[src/rtl/ats21_alarm_event_queue_if.sv]
// rtl/ats21_alarm_event_queue_if.sv - event stream handshake between alarm queue and consumer
// master drives the FIFO head (valid/id), slave returns ready.
interface ats21_alarm_event_queue_if #(
   parameter int ID_WIDTH = 5
);
   logic                evt_valid;
   logic                evt_ready;
   logic [ID_WIDTH-1:0] evt_id;

   modport master (output evt_valid, output evt_id, input evt_ready);
   modport slave  (input evt_valid, input evt_id, output evt_ready);
endinterface

[src/rtl/ats21_alarm_event_queue.sv]
// rtl/ats21_alarm_event_queue.sv - ATS21 alarm edge detect, round-robin pend arbiter, FWFT event FIFO
// Optional drop counter enabled by ATS_EVTQ_DROP_CNT_EN; otherwise drop_cnt is tied to 0.
module ats21_alarm_event_queue #(
   parameter int NUM_ALARMS = 24,
   parameter int FIFO_DEPTH = 8,
   parameter int ID_WIDTH   = $clog2(NUM_ALARMS)
) (
   input  logic                      clk,
   input  logic                      reset,
   input  logic [NUM_ALARMS-1:0]     alarm_in,
   ats21_alarm_event_queue_if.master evt,
   output logic [NUM_ALARMS-1:0]     pending,
   output logic                      overflow,
   input  logic                      clr_ovf,
   output logic [7:0]                drop_cnt
);
   localparam int PTR_W = $clog2(FIFO_DEPTH);
   localparam int CNT_W = PTR_W + 1;

   logic [NUM_ALARMS-1:0] prev_q, prev_d;
   logic [NUM_ALARMS-1:0] pending_q, pending_d;
   logic [ID_WIDTH-1:0]   mem_q [FIFO_DEPTH];
   logic [ID_WIDTH-1:0]   mem_d [FIFO_DEPTH];
   logic [PTR_W-1:0]      wr_ptr_q, wr_ptr_d, rd_ptr_q, rd_ptr_d;
   logic [CNT_W-1:0]      count_q, count_d;
   logic [ID_WIDTH-1:0]   last_grant_q, last_grant_d;
   logic                  overflow_q, overflow_d;

   logic [NUM_ALARMS-1:0] rise, push_mask, drops;
   logic [ID_WIDTH-1:0]   grant;
   logic                  full, push, pop;

   // First requester found scanning upward from the slot after the last grant.
   function automatic logic [ID_WIDTH-1:0] rr_pick(input logic [NUM_ALARMS-1:0] req,
                                                   input logic [ID_WIDTH-1:0]   last);
      logic [ID_WIDTH-1:0] pick;
      logic [ID_WIDTH-1:0] sel;
      logic                found;
      pick  = '0;
      found = 1'b0;
      for (int k = 1; k <= NUM_ALARMS; k++) begin
         sel = ID_WIDTH'((int'(last) + k) % NUM_ALARMS);
         if (!found && req[sel]) begin
            pick  = sel;
            found = 1'b1;
         end
      end
      return pick;
   endfunction

   always_comb begin
      rise      = alarm_in & ~prev_q;
      full      = (count_q == CNT_W'(FIFO_DEPTH));
      grant     = rr_pick(pending_q, last_grant_q);
      push      = (pending_q != '0) && !full;
      pop       = (count_q != '0) && evt.evt_ready;
      push_mask = push ? (NUM_ALARMS'(1) << grant) : '0;
      // A rise on a bit being pushed this edge re-pends it instead of dropping.
      drops     = rise & pending_q & ~push_mask;

      prev_d    = alarm_in;
      pending_d = (pending_q & ~push_mask) | rise;
      mem_d     = mem_q;
      if (push) begin
         mem_d[wr_ptr_q] = grant;
      end
      wr_ptr_d     = wr_ptr_q + PTR_W'(push);
      rd_ptr_d     = rd_ptr_q + PTR_W'(pop);
      count_d      = count_q + CNT_W'(push) - CNT_W'(pop);
      last_grant_d = push ? grant : last_grant_q;
      overflow_d   = (overflow_q & ~clr_ovf) | (|drops);
   end

   always_ff @(posedge clk or negedge reset) begin
      if (!reset) begin
         prev_q       <= '0;
         pending_q    <= '0;
         for (int i = 0; i < FIFO_DEPTH; i++) begin
            mem_q[i] <= '0;
         end
         wr_ptr_q     <= '0;
         rd_ptr_q     <= '0;
         count_q      <= '0;
         last_grant_q <= ID_WIDTH'(NUM_ALARMS - 1);
         overflow_q   <= 1'b0;
      end else begin
         prev_q       <= prev_d;
         pending_q    <= pending_d;
         mem_q        <= mem_d;
         wr_ptr_q     <= wr_ptr_d;
         rd_ptr_q     <= rd_ptr_d;
         count_q      <= count_d;
         last_grant_q <= last_grant_d;
         overflow_q   <= overflow_d;
      end
   end

`ifdef ATS_EVTQ_DROP_CNT_EN
   localparam int DC_W = $clog2(NUM_ALARMS + 1);

   logic [DC_W-1:0] n_drops;
   logic [8:0]      cnt_sum;
   logic [7:0]      drop_cnt_q, drop_cnt_d;

   always_comb begin
      n_drops = '0;
      for (int k = 0; k < NUM_ALARMS; k++) begin
         n_drops = n_drops + DC_W'(drops[k]);
      end
      cnt_sum    = (clr_ovf ? 9'd0 : {1'b0, drop_cnt_q}) + 9'(n_drops);
      drop_cnt_d = cnt_sum[8] ? 8'hff : cnt_sum[7:0];
   end

   always_ff @(posedge clk or negedge reset) begin
      if (!reset) begin
         drop_cnt_q <= '0;
      end else begin
         drop_cnt_q <= drop_cnt_d;
      end
   end

   assign drop_cnt = drop_cnt_q;
`else
   assign drop_cnt = 8'd0;
`endif

   assign evt.evt_valid = (count_q != '0);
   assign evt.evt_id    = mem_q[rd_ptr_q];
   assign pending       = pending_q;
   assign overflow      = overflow_q;
endmodule

[src/flat_wrapper.sv]
// flat-port wrapper written by rule: the top's interface ports become plain ports
module ats21_alarm_event_queue_flat 
#(
   parameter int NUM_ALARMS = 24,
   parameter int FIFO_DEPTH = 8,
   parameter int ID_WIDTH   = $clog2(NUM_ALARMS)
)
  (clk, reset, alarm_in, pending, overflow, clr_ovf, drop_cnt, evt_evt_valid, evt_evt_id, evt_evt_ready);
  ats21_alarm_event_queue_if #(.ID_WIDTH(ID_WIDTH)) evt_i ();
  input  logic clk;
  input  logic reset;
  input  logic [NUM_ALARMS-1:0] alarm_in;
  output logic [NUM_ALARMS-1:0] pending;
  output logic overflow;
  input  logic clr_ovf;
  output logic [7:0] drop_cnt;
  output wire logic [$bits(evt_i.evt_valid)-1:0] evt_evt_valid;
  output wire logic [$bits(evt_i.evt_id)-1:0] evt_evt_id;
  input wire logic [$bits(evt_i.evt_ready)-1:0] evt_evt_ready;
  assign evt_evt_valid = evt_i.evt_valid;
  assign evt_evt_id = evt_i.evt_id;
  assign evt_i.evt_ready = evt_evt_ready;
  ats21_alarm_event_queue #(.NUM_ALARMS(NUM_ALARMS), .FIFO_DEPTH(FIFO_DEPTH), .ID_WIDTH(ID_WIDTH)) u_core (.clk(clk), .reset(reset), .alarm_in(alarm_in), .evt(evt_i), .pending(pending), .overflow(overflow), .clr_ovf(clr_ovf), .drop_cnt(drop_cnt));
endmodule
[config.mk]
export PLATFORM = sky130hd
export DESIGN_NAME = ats21_alarm_event_queue_flat
export DESIGN_NICKNAME = d
export VERILOG_FILES = /design/src/rtl/ats21_alarm_event_queue_if.sv /design/src/rtl/ats21_alarm_event_queue.sv /design/src/flat_wrapper.sv
export SDC_FILE = /design/constraint.sdc
export NUM_CORES = 1
export LEC_CHECK = 0
export CORE_UTILIZATION = 40
export CTS_CLUSTER_DIAMETER = 200
export CTS_CLUSTER_SIZE = 10
export DETAILED_ROUTE_END_ITERATION = 12
export PLACE_DENSITY = 0.58
export SETUP_SLACK_MARGIN = 0.5
export SYNTH_ARGS = -nofsm -noshare
export SYNTH_HDL_FRONTEND = slang
export SYNTH_SLANG_ARGS = --single-unit
[constraint.sdc]
create_clock -name clk -period 21.1 [get_ports clk]
set_clock_uncertainty 0.1 [all_clocks]
set_input_delay 3.165 -clock clk [delete_from_list [all_inputs] [get_ports clk]]
set_output_delay 3.165 -clock clk [all_outputs]
set_load 0.03 [all_outputs]
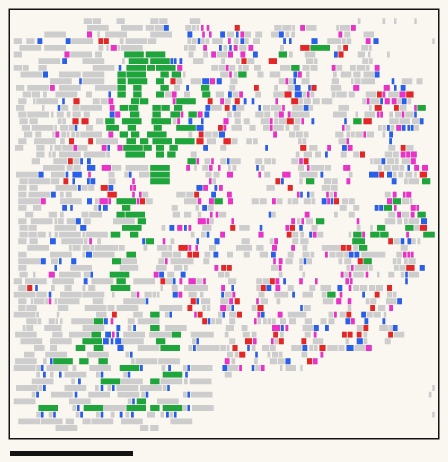
gate_families.png
Scale bar: 50 µm.
blue -> NAND gates  # cells 218, where all over the die
green -> multiplexers  # cells 119
red -> AND and OR gates  # cells 89
magenta -> NOR gates  # cells 201

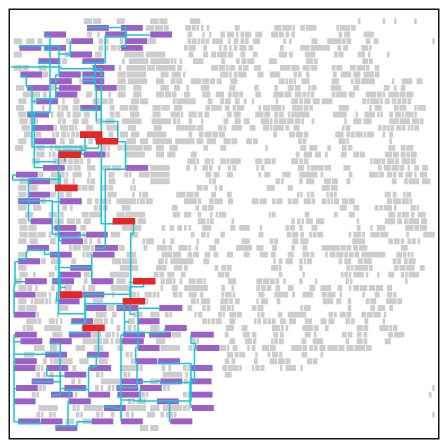
clock_map.png
purple -> flip-flops  # count 104
red -> cells driving clock nets  # count 9
cyan -> clock wires  # length 1,440 µm
routed clock nets = 10
Clk Latency, worst-skew pair: 0.36 ns

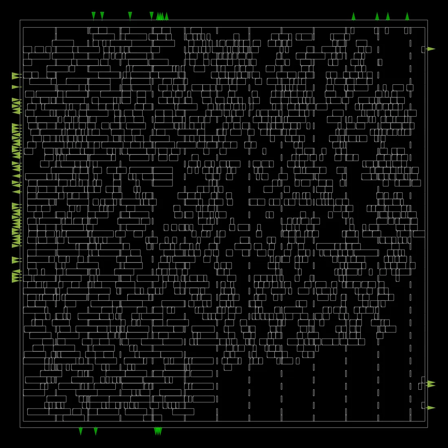
final_placement.png
num rows: 62
registers: 104
Seq area share: 0.201
final cell count without fillers: 1,794

==> ci_impl_report.md <==
## PnR job results

| Metric | Value |
|---|---|
| Status | finished, final reports clean |
| Tcrit/Tclk final | 0.411 |
| Cell count after synthesis | approximately 1,400 |
| Most instantiated logic cell after routing | nand2_1 |
| Chip Area, Yosys | about 12,000 µm² |
| Max-cap violations | 0 |
| Global-route track usage on met3 | 0.0234 |
| Cell count along the critical path | 21 |
| Most frequent cells in the layout | nand2_1 (121), dfrtp_1 (99), o21ai_0 (95) |
| Max layer used | met4 |
| Chip Height | 175 µm |
| Final wirelength | around 42,000 µm |
| Post_cts resized | 0 |
| IO Port Bufs | a little under 60 |
| Fmax | 115 MHz |
| Total die size | about 30,000 µm² |
| Worst reg2reg path endpoint | u_core.overflow |
| Post-synthesis instance area | between 10,000 and 15,000 µm² |
| N_diodes | 0 |
| CP top delay family | simple AND/OR/NAND/NOR gates |
| Ys cells | 1,396 |
| EDFF count, synth | 0 |
| Place WS | roughly 13 ns |
| Syn. warnings | 0 |
| R2R depth | 21 |
| Buf/Inv on CP | 3 |
| Logic share of the area | 0.666 |
| Register-to-register setup slack | between 10 and 15 ns |
| Post-synthesis simple-gate area fraction | 0.227 |
| Dpl cells | between 1,500 and 2,000 |
| Met1 WL | between 15,000 and 20,000 µm |
| Most common cell in the netlist | nand2_1 |
| Distinct lib cells | approximately 120 |
| TritonCTS clock tree | done |
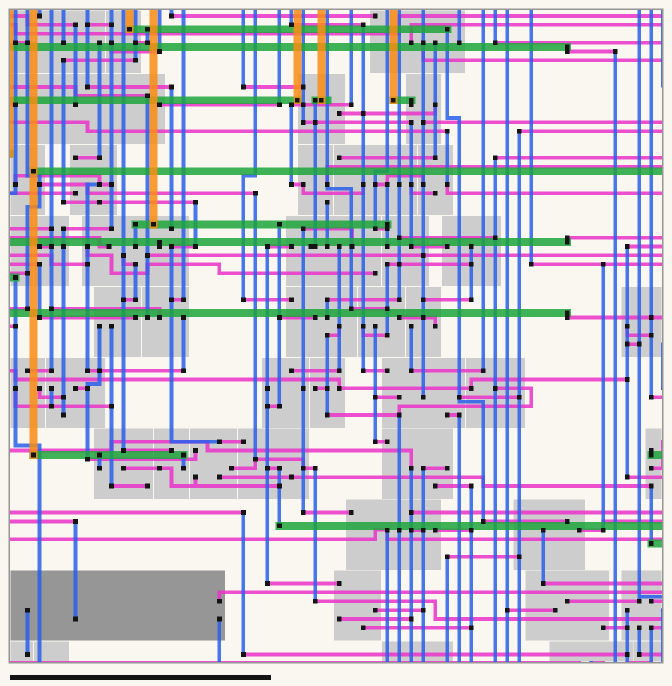
zoom.png
Scale bar: 10 µm. Region (75, 40) to (100, 65) µm. Cells in gray, sequential cells in the stronger gray; small squares are vias.
orange -> met4
magenta -> met1
green -> met3
blue -> met2
cells with their middle in the window = 38
most frequent = nand2_1 (6), a21oi_1 (4)
sequential cells in the window = 1
netlist names of flops here include = `u_core.last_grant_q` (1)

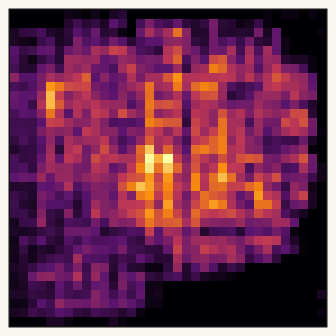
wire_density.png
The die is cut into 35 by 35 equal tiles; black is low, pale yellow is high, scaled to the fullest tile. Values are wire area over tile area, all layers added.
emptiest ninth of the die = south-east
tiles over half the peak = 13%
densest ninth of the die = center
mean over tiles = 0.23
nearly empty tiles = 17%
fullest tile = 0.83

[sequential cells by signal, indices dropped and copies added (netlist names)]
| signal | flops |
|---|---|
| u_core.count_q | 4 |
| u_core.pending | 24 |
| u_core.prev_q | 24 |
| u_core.wr_ptr_q | 3 |
| u_core.rd_ptr_q | 3 |
| u_core.overflow | 1 |
| u_core.last_grant_q | 5 |
| u_core.mem_q | 40 |
[cell families (layout without fill, tap and decap cells)]
kind of cell               after synthesis  in the layout
xor gates and xnor gates                27             27
AOI/OAI and AO/OA                      440            440
other                                    1              8
adders and majority gates               54             54
DFF                                    104            104
buffers and inverters                  143            150
and+or+nand+nor                        508            508
muxes                                  119            119
